[src/rtl/br_pkg.sv]
// Shared constants and word type for the br_regfile register bank.
package br_pkg;

    localparam int BR_DATA_W = 8;
    localparam int BR_ADDR_W = 2;

    typedef logic [BR_DATA_W-1:0] br_word_t;

endpackage

[src/rtl/br_regfile_if.sv]
// Access port of the register bank: shared address, write data, controls and read data.
interface br_regfile_if
    import br_pkg::*;
#(
    parameter int DATA_W = BR_DATA_W,
    parameter int ADDR_W = BR_ADDR_W
);
    logic [ADDR_W-1:0] Dir;
    logic [DATA_W-1:0] Dato_e;
    logic              WE;
    logic              En;
    logic [DATA_W-1:0] Dato_s;

    modport master (output Dir, Dato_e, WE, En, input Dato_s);
    modport slave  (input Dir, Dato_e, WE, En, output Dato_s);
endinterface

[src/rtl/br_word.sv]
// One storage word: synchronous active-low clear with priority over the load enable.
module br_word
    import br_pkg::*;
#(
    parameter int DATA_W = BR_DATA_W
) (
    input  logic              clk,
    input  logic              rst_n,
    input  logic              load,
    input  logic [DATA_W-1:0] d,
    output logic [DATA_W-1:0] q
);

    always_ff @(posedge clk) begin
        if (!rst_n) begin
            q <= '0;
        end else if (load) begin
            q <= d;
        end
    end

endmodule

[src/rtl/br_regfile.sv]
// General-purpose register bank, DEPTH = 2**ADDR_W words. Define BR_OUT_REG_EN
// to register Dato_s (read latency 1); otherwise the read is combinational.
module br_regfile
    import br_pkg::*;
#(
    parameter int DATA_W = BR_DATA_W,
    parameter int ADDR_W = BR_ADDR_W
) (
    input  logic        clk,
    input  logic        rst_n,
    br_regfile_if.slave bus
);

    localparam int DEPTH = 2 ** ADDR_W;

    logic [DATA_W-1:0] words [DEPTH];
    logic [DATA_W-1:0] rd_data;
    logic              wr_sel;
    logic              rd_sel;

    assign wr_sel = bus.En & bus.WE;
    assign rd_sel = bus.En & ~bus.WE;

    for (genvar i = 0; i < DEPTH; i++) begin : g_word
        br_word #(.DATA_W(DATA_W)) u_word (
            .clk   (clk),
            .rst_n (rst_n),
            .load  (wr_sel && (bus.Dir == ADDR_W'(i))),
            .d     (bus.Dato_e),
            .q     (words[i])
        );
    end

    // Output is forced to zero whenever the bank is not being read.
    always_comb begin
        rd_data = '0;
        if (rd_sel) begin
            rd_data = words[bus.Dir];
        end
    end

`ifdef BR_OUT_REG_EN
    logic [DATA_W-1:0] rd_q;

    always_ff @(posedge clk) begin
        if (!rst_n) begin
            rd_q <= '0;
        end else begin
            rd_q <= rd_data;
        end
    end

    assign bus.Dato_s = rd_q;
`else
    assign bus.Dato_s = rd_data;
`endif

endmodule

[src/flat_wrapper.sv]
// flat-port wrapper written by rule: the top's interface ports become plain ports
module br_regfile_flat import br_pkg::*;
#(
    parameter int DATA_W = BR_DATA_W,
    parameter int ADDR_W = BR_ADDR_W
)
  (clk, rst_n, bus_Dir, bus_Dato_e, bus_WE, bus_En, bus_Dato_s);
  br_regfile_if #(.DATA_W(DATA_W), .ADDR_W(ADDR_W)) bus_i ();
  input  logic clk;
  input  logic rst_n;
  input wire logic [$bits(bus_i.Dir)-1:0] bus_Dir;
  input wire logic [$bits(bus_i.Dato_e)-1:0] bus_Dato_e;
  input wire logic [$bits(bus_i.WE)-1:0] bus_WE;
  input wire logic [$bits(bus_i.En)-1:0] bus_En;
  output wire logic [$bits(bus_i.Dato_s)-1:0] bus_Dato_s;
  assign bus_i.Dir = bus_Dir;
  assign bus_i.Dato_e = bus_Dato_e;
  assign bus_i.WE = bus_WE;
  assign bus_i.En = bus_En;
  assign bus_Dato_s = bus_i.Dato_s;
  br_regfile #(.DATA_W(DATA_W), .ADDR_W(ADDR_W)) u_core (.clk(clk), .rst_n(rst_n), .bus(bus_i));
endmodule
[config.mk]
export PLATFORM = sky130hd
export DESIGN_NAME = br_regfile_flat
export DESIGN_NICKNAME = d
export VERILOG_FILES = /design/src/rtl/br_pkg.sv /design/src/rtl/br_regfile_if.sv /design/src/rtl/br_word.sv /design/src/rtl/br_regfile.sv /design/src/flat_wrapper.sv
export SDC_FILE = /design/constraint.sdc
export NUM_CORES = 1
export LEC_CHECK = 0
export ABC_AREA = 1
export CAP_MARGIN = 20
export CORE_AREA = 2 2 58 60
export CTS_CLUSTER_SIZE = 30
export DETAILED_ROUTE_END_ITERATION = 16
export DIE_AREA = 0 0 60 62
export GPL_TIMING_DRIVEN = 0
export PLACE_DENSITY = 0.89
export SYNTH_ARGS = -nofsm -noshare
export SYNTH_HDL_FRONTEND = slang
export SYNTH_SLANG_ARGS = --single-unit
[constraint.sdc]
create_clock -name clk -period 1.5 [get_ports clk]
set_clock_uncertainty 0.1 [all_clocks]
set_input_delay 0.3 -clock clk [delete_from_list [all_inputs] [get_ports clk]]
set_output_delay 0.3 -clock clk [all_outputs]
set_load 0.03 [all_outputs]
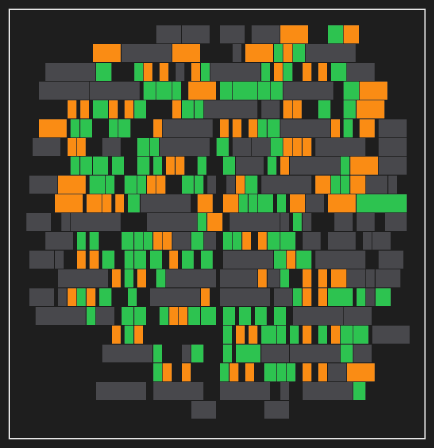
**Above:** run 1 (gate-type map).
Key: orange = NOR gates [cells 87, most used nor2_1]; green = NAND gates [cells 118, most used nand2_1]

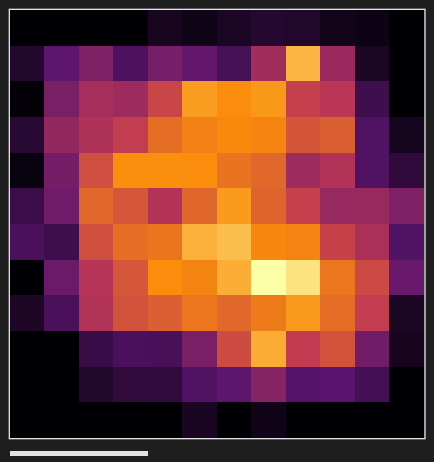
**Above:** run 1 (routed metal per tile).
Scale bar: 20 um. 12 x 12 tiles, from black (low) to pale yellow (high), scaled to the fullest tile. Values are wire area over tile area, all layers added.
17% of the tiles are nearly empty. 37% of the tiles are over half the peak. The emptiest ninth of the die: south-west. The fullest tile reaches 0.55.

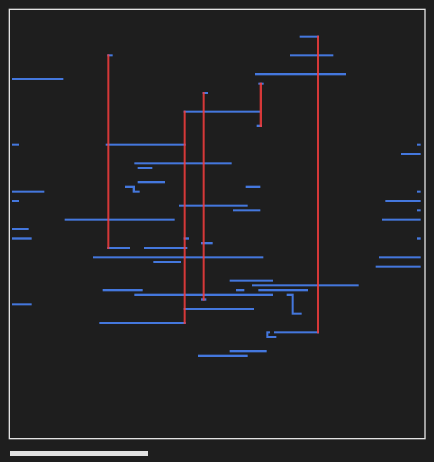
**Above:** run 1 (wiring by layer).
Scale bar: 20 um. Two of the layers only.
Key: red = metal 4 [wire length 137 um]; blue = metal 3 [wire length 283 um]

==> writeup.txt, run 1 <==
The flow ran to the end, but the final reports show violations. The final reports fail on negative setup slack. The register with the most flip-flops in the final layout is u_core.g_word.u_word.q. After routing, the total negative slack on setup checks comes to -626 ps. Once placement finished, the instance area stood at 1950 sq um. The first element of the critical path is bus_Dir[1].

The number of primary I/O pins was 22; the number of buffer cells added on primary ports was 21. The number of cells on the worst hold path is 2. The cell chosen for the clock root was sky130_fd_sc_hd__clkbuf_4.

The switching power came out at 474 uW. TritonCTS built the clock tree. Counting pins that exceed their max-slew limit in the final report gives 0. In this run switching power makes up 29.0% of total power.

The worst setup path is captured at an output port. The share of total power dissipated in sequential elements is 54.8%. From bottom edge to top edge, the die measures 62 um. The maximum net fanout on the critical path works out to 10.

The worst register-to-register path has a setup slack of 780 ps. For the end-of-flow core utilization, the log shows 68.7%. The Yosys step of the flow raised 0 warnings.

The commonest cells after synthesis are 80 x sky130_fd_sc_hd__nor2_1, 68 x sky130_fd_sc_hd__nand2_1, 48 x sky130_fd_sc_hd__nand3_1. In the final layout, the registers with the most flip-flops are u_core.g_word.u_word.q: 32 flops. The run gives 19.3% as the logic gate share of total power.

For the post-synth net total, the log shows 276. The run gives -91.6 ps for the final worst setup slack. The area recorded from the Yosys report for this design is 1620 sq um. Cell area after synthesis: 1620 sq um. According to the finish report, the design has a final net count of 311. The required time at the endpoint of the critical path was 1100 ps; the upper clock frequency limit was 628 MHz. The tools report the number of buffers added by the clock tree synthesis step as 5.

The setup violation total in the final timing report came out at 8. The launch point of the worst min-delay path is recorded as u_core.g_word[2].u_word.q[0]. The run gives 25.9% as the clock network fraction of total power. The tools report the number of distinct library cells after synthesis as 14. Counting I/O delays and the setup requirement, the final critical path takes 1590 ps. The synthesis report gives the async set-or-reset register share as 0%. For the completed layout, the total cell area is recorded as 2180 sq um. The worst register-to-register path ends at u_core.g_word[1].u_word.q[6]. The overall die size recorded for this design is 3720 sq um. The final power report lists total power as 1630 uW. The worst setup path is of the in2out kind. Per the run summary, max-cap violations total 0.
==> run 1: placed cells by master (no fill, tap or decap), drive strengths merged <==
master | synthesis | final
dfxtp | 32 | 32
inv | 12 | 12
clkbuf | 2 | 7
dlygate4sd2 | 0 | 2
nand3 | 48 | 48
nand2 | 70 | 70
nor2 | 87 | 87
clkdlybuf4s50 | 0 | 9
buf | 11 | 28
==> run 1: worst max-delay path: stages <==
cell and delay (ps):
sky130_fd_sc_hd__buf_8 100, sky130_fd_sc_hd__buf_6 120, sky130_fd_sc_hd__buf_4 170, sky130_fd_sc_hd__nand3_1 80
sky130_fd_sc_hd__nand2_1 110, sky130_fd_sc_hd__nor2_4 130, sky130_fd_sc_hd__nor2_4 40, sky130_fd_sc_hd__buf_6 130
==> run 1: metal layers <==
layer / global-route usage, % / up-vias
met5: 0 / -
met1: 34.3 / 800
li1: - / 878
met3: 6.83 / 13
met2: 44.6 / 84
met4: 14.0 / 0
==> run 1: how the worst max path moves through the flow <==
stage,endpoint,slack (ps),depth (start not counted)
detailed placement,bus_Dato_s[5],-1310,8
CTS,bus_Dato_s[4],-90,9
global route,bus_Dato_s[3],-150,9
finish,bus_Dato_s[4],-90,8
floorplan,bus_Dato_s[5],7,6
global placement,bus_Dato_s[5],-1300,8
==> run 1: power groups by stage <==
stage | Sequential, uW | Clock (uW) | Combinational (uW)
floorplan | 910 | 0 | 176
global placement | 911 | 0 | 260
detailed placement | 913 | 0 | 264
CTS | 893 | 422 | 302
global route | 899 | 466 | 344
finish | 895 | 424 | 316
==> run 1: cell families (layout without fill, tap and decap cells) <==
group,Yosys count,count (layout)
simple gates,205,205
buf+inv,25,58
flops,32,32
==> run 1: stage by stage <==
| stage | cells | hold slack [ps] |
|---|---|---|
| after floorplan | 262 | 321 |
| after global placement | 329 | 362 |
| after detailed placement | 329 | 372 |
| after CTS | 341 | 301 |
| after global routing | 341 | 402 |
| final | 341 | 386 |
==> run 1: final cells by class <==
type / instances / area [sq um]
Buffer: 11 / 88.8
Clock buffer: 5 / 37.5
Fill cell: 275 / 996
Inverter: 12 / 45.0
Multi-Input combinational cell: 205 / 1020
Sequential cell: 32 / 642
Tap cell: 46 / 57.6
Timing Repair Buffer: 30 / 292
==> run 1: repair_timing <==
action,in CTS,in global routing
endpoints found under the setup margin,31,27
pin swaps,14,5
buffers inserted,8,1
cloned,0,0
gates resized,101,13
hold endpoints to repair,0,0
==> inputs of run 2 (changes only) <==
--- a/config.mk
+++ b/config.mk
@@ -6,7 +6,6 @@
 export NUM_CORES = 1
 export LEC_CHECK = 0
 export ABC_AREA = 1
-export CAP_MARGIN = 20
 export CORE_AREA = 2 2 58 60
 export CTS_CLUSTER_SIZE = 30
 export DETAILED_ROUTE_END_ITERATION = 16
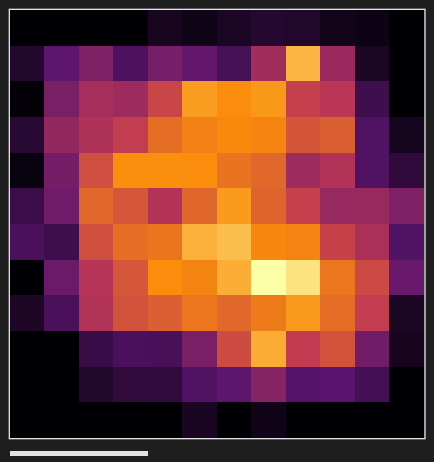
**Above:** run 2 (routed metal per tile).
Scale bar: 20 um. 12 x 12 tiles, from black (low) to pale yellow (high), scaled to the fullest tile. Values are wire area over tile area, all layers added.
The fullest tile reaches 0.55. The densest ninth of the die: center. 37% of the tiles are over half the peak. The mean over all tiles is 0.20. The emptiest ninth of the die: south-west. 17% of the tiles are nearly empty.

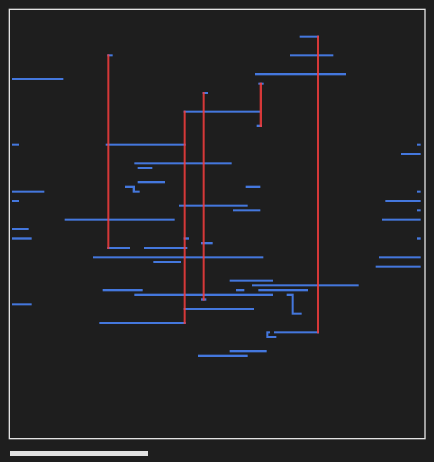
**Above:** run 2 (wiring by layer).
Scale bar: 20 um. Two of the layers only.
Key: red = metal 4 [wire length 137 um]; blue = metal 3 [wire length 283 um]

==> writeup.txt, run 2 <==
The upper clock frequency limit is 628 MHz (unchanged). The flow ran to the end, but the final reports show violations. With the number of buffer cells added on primary ports at 21 (unchanged), the die outline area is 3720 sq um (unchanged). The tools report the cell chosen for the clock root as sky130_fd_sc_hd__clkbuf_4. In the final layout, the registers with the most flip-flops are u_core.g_word.u_word.q: 32 flops. The cell class contributing the biggest share of worst-path delay is buffers and inverters.

The setup violation total in the final timing report is 8 (unchanged). For the number of distinct library cells after synthesis, the log shows 14 (unchanged). Per the hold report, the tightest min-delay path originates at u_core.g_word[2].u_word.q[0].

The clock period minus final worst setup slack was 1590 ps (unchanged). The cell with the largest stage delay on the worst path is sky130_fd_sc_hd__buf_4. The tools report the number of buffers added by the clock tree synthesis step as 5 (unchanged). The tools report the post-synthesis chip area from yosys as 1620 sq um (unchanged).

With the total number of nets in the final design at 311 (unchanged), the clock network fraction of total power is 25.9% (about the same). The run gives 19.3% (about the same) for the logic gate share of total power. The category of the most critical setup path was in2out. For the final worst setup slack, the log shows -91.6 ps (unchanged). The dominant logic cell type in the layout was sky130_fd_sc_hd__nor2_1.

With the number of primary I/O pins at 22 (unchanged), the end-of-flow core utilization is 68.7% (unchanged). The capturing point of the worst reg2reg path was u_core.g_word[1].u_word.q[6]. Per the cell usage report, the commonest logic cells after layout are 64 x sky130_fd_sc_hd__nor2_1, 54 x sky130_fd_sc_hd__nand2_1, 45 x sky130_fd_sc_hd__nand3_1, 31 x sky130_fd_sc_hd__dfxtp_1, 15 x sky130_fd_sc_hd__nand2_2. Number of cells on the worst hold path: 2 (unchanged). The run gives 1100 ps (about the same) as the required time at the endpoint of the critical path. The synthesis run shows the most used standard cells to be 80 x sky130_fd_sc_hd__nor2_1, 68 x sky130_fd_sc_hd__nand2_1, 48 x sky130_fd_sc_hd__nand3_1. The run gives 54.8% (about the same) for the sequential fraction of design power.

The height of the die works out to 62 um (unchanged). The final-layout fill cell count is 275 (unchanged). The checks that failed: negative setup slack.

The max-capacitance violation count came out at 0 (unchanged).
==> run 2: cell counts after synthesis <==
No cell type changed its count.
==> run 2: cell type report <==
| type | instances | area, sq um | share of cell area (%) |
|---|---|---|---|
| clock buffer | 5 | 37.5 | 1.72 |
| buffer | 11 | 88.8 | 4.07 |
| tap | 46 | 57.6 | 2.64 |
| multi-input combinational | 205 | 1020 | 46.8 |
| inverter | 12 | 45.0 | 2.06 |
| sequential | 32 | 642 | 29.4 |
| timing repair buffer | 30 | 292 | 13.4 |
==> run 2: how the worst max path moves through the flow <==
stage / slack, ps / to / startpoint / depth (start not counted)
finish: -90 / bus_Dato_s[4] / bus_Dir[1] / 8
global route: -150 / bus_Dato_s[3] / bus_Dir[1] / 9
CTS: -90 / bus_Dato_s[4] / bus_Dir[1] / 9
detailed placement: -1310 / bus_Dato_s[5] / bus_Dir[1] / 8
global placement: -1300 / bus_Dato_s[5] / bus_Dir[1] / 8
floorplan: 7 / bus_Dato_s[5] / bus_Dir[1] / 6
==> run 2: worst register-to-register path: stages (launching register included) <==
cell and delay, ps:
sky130_fd_sc_hd__dfxtp_1 330, sky130_fd_sc_hd__nor2_1 120, sky130_fd_sc_hd__nor2_1 60
==> run 2: power by group through the flow <==
stage | clock (uW) | combinational (uW) | sequential (uW)
5_1_grt | 466 | 344 | 899
4_1_cts | 422 | 302 | 893
2_1_floorplan | 0 | 176 | 910
3_5_place_dp | 0 | 264 | 913
3_3_place_gp | 0 | 260 | 911
6_report | 424 | 316 | 895
==> run 2: cell families (layout without fill, tap and decap cells) <==
| family | count (synthesis) | in the layout | synth area share [%] |
|---|---|---|---|
| flops | 32 | 32 | 39.7 |
| buf+inv | 25 | 58 | 6.97 |
| simple gates | 205 | 205 | 53.4 |
==> run 2: per-stage QoR <==
step | instance area (sq um) | power, uW | instances | hold slack, ps | TNS [ps]
after floorplan | 1680 | 1090 | 262 | 321 | 0
after CTS | 2150 | 1620 | 341 | 301 | -545
after detailed placement | 1950 | 1180 | 329 | 372 | -22190
after global placement | 1950 | 1170 | 329 | 362 | -21640
final | 2180 | 1630 | 341 | 386 | -626
after global routing | 2180 | 1710 | 341 | 402 | -976
==> run 2: metal layers <==
metal  share of wire [%]  track usage (%)  vias to the layer above
li1                    -                -                      878
met3                 6.2             6.83                       13
met2                  50             44.6                       84
met4                 3.0             14.0                        0
met5                   0                0                        -
met1                  41             34.3                      800
==> run 2: repair_timing <==
item / CTS / global route
gates resized: 101 / 13
setup buffers: 8 / 1
endpoints found under the setup margin: 31 / 27
pin swaps: 14 / 5
Power figures rest on the tool's default switching activity, not on a simulated workload.
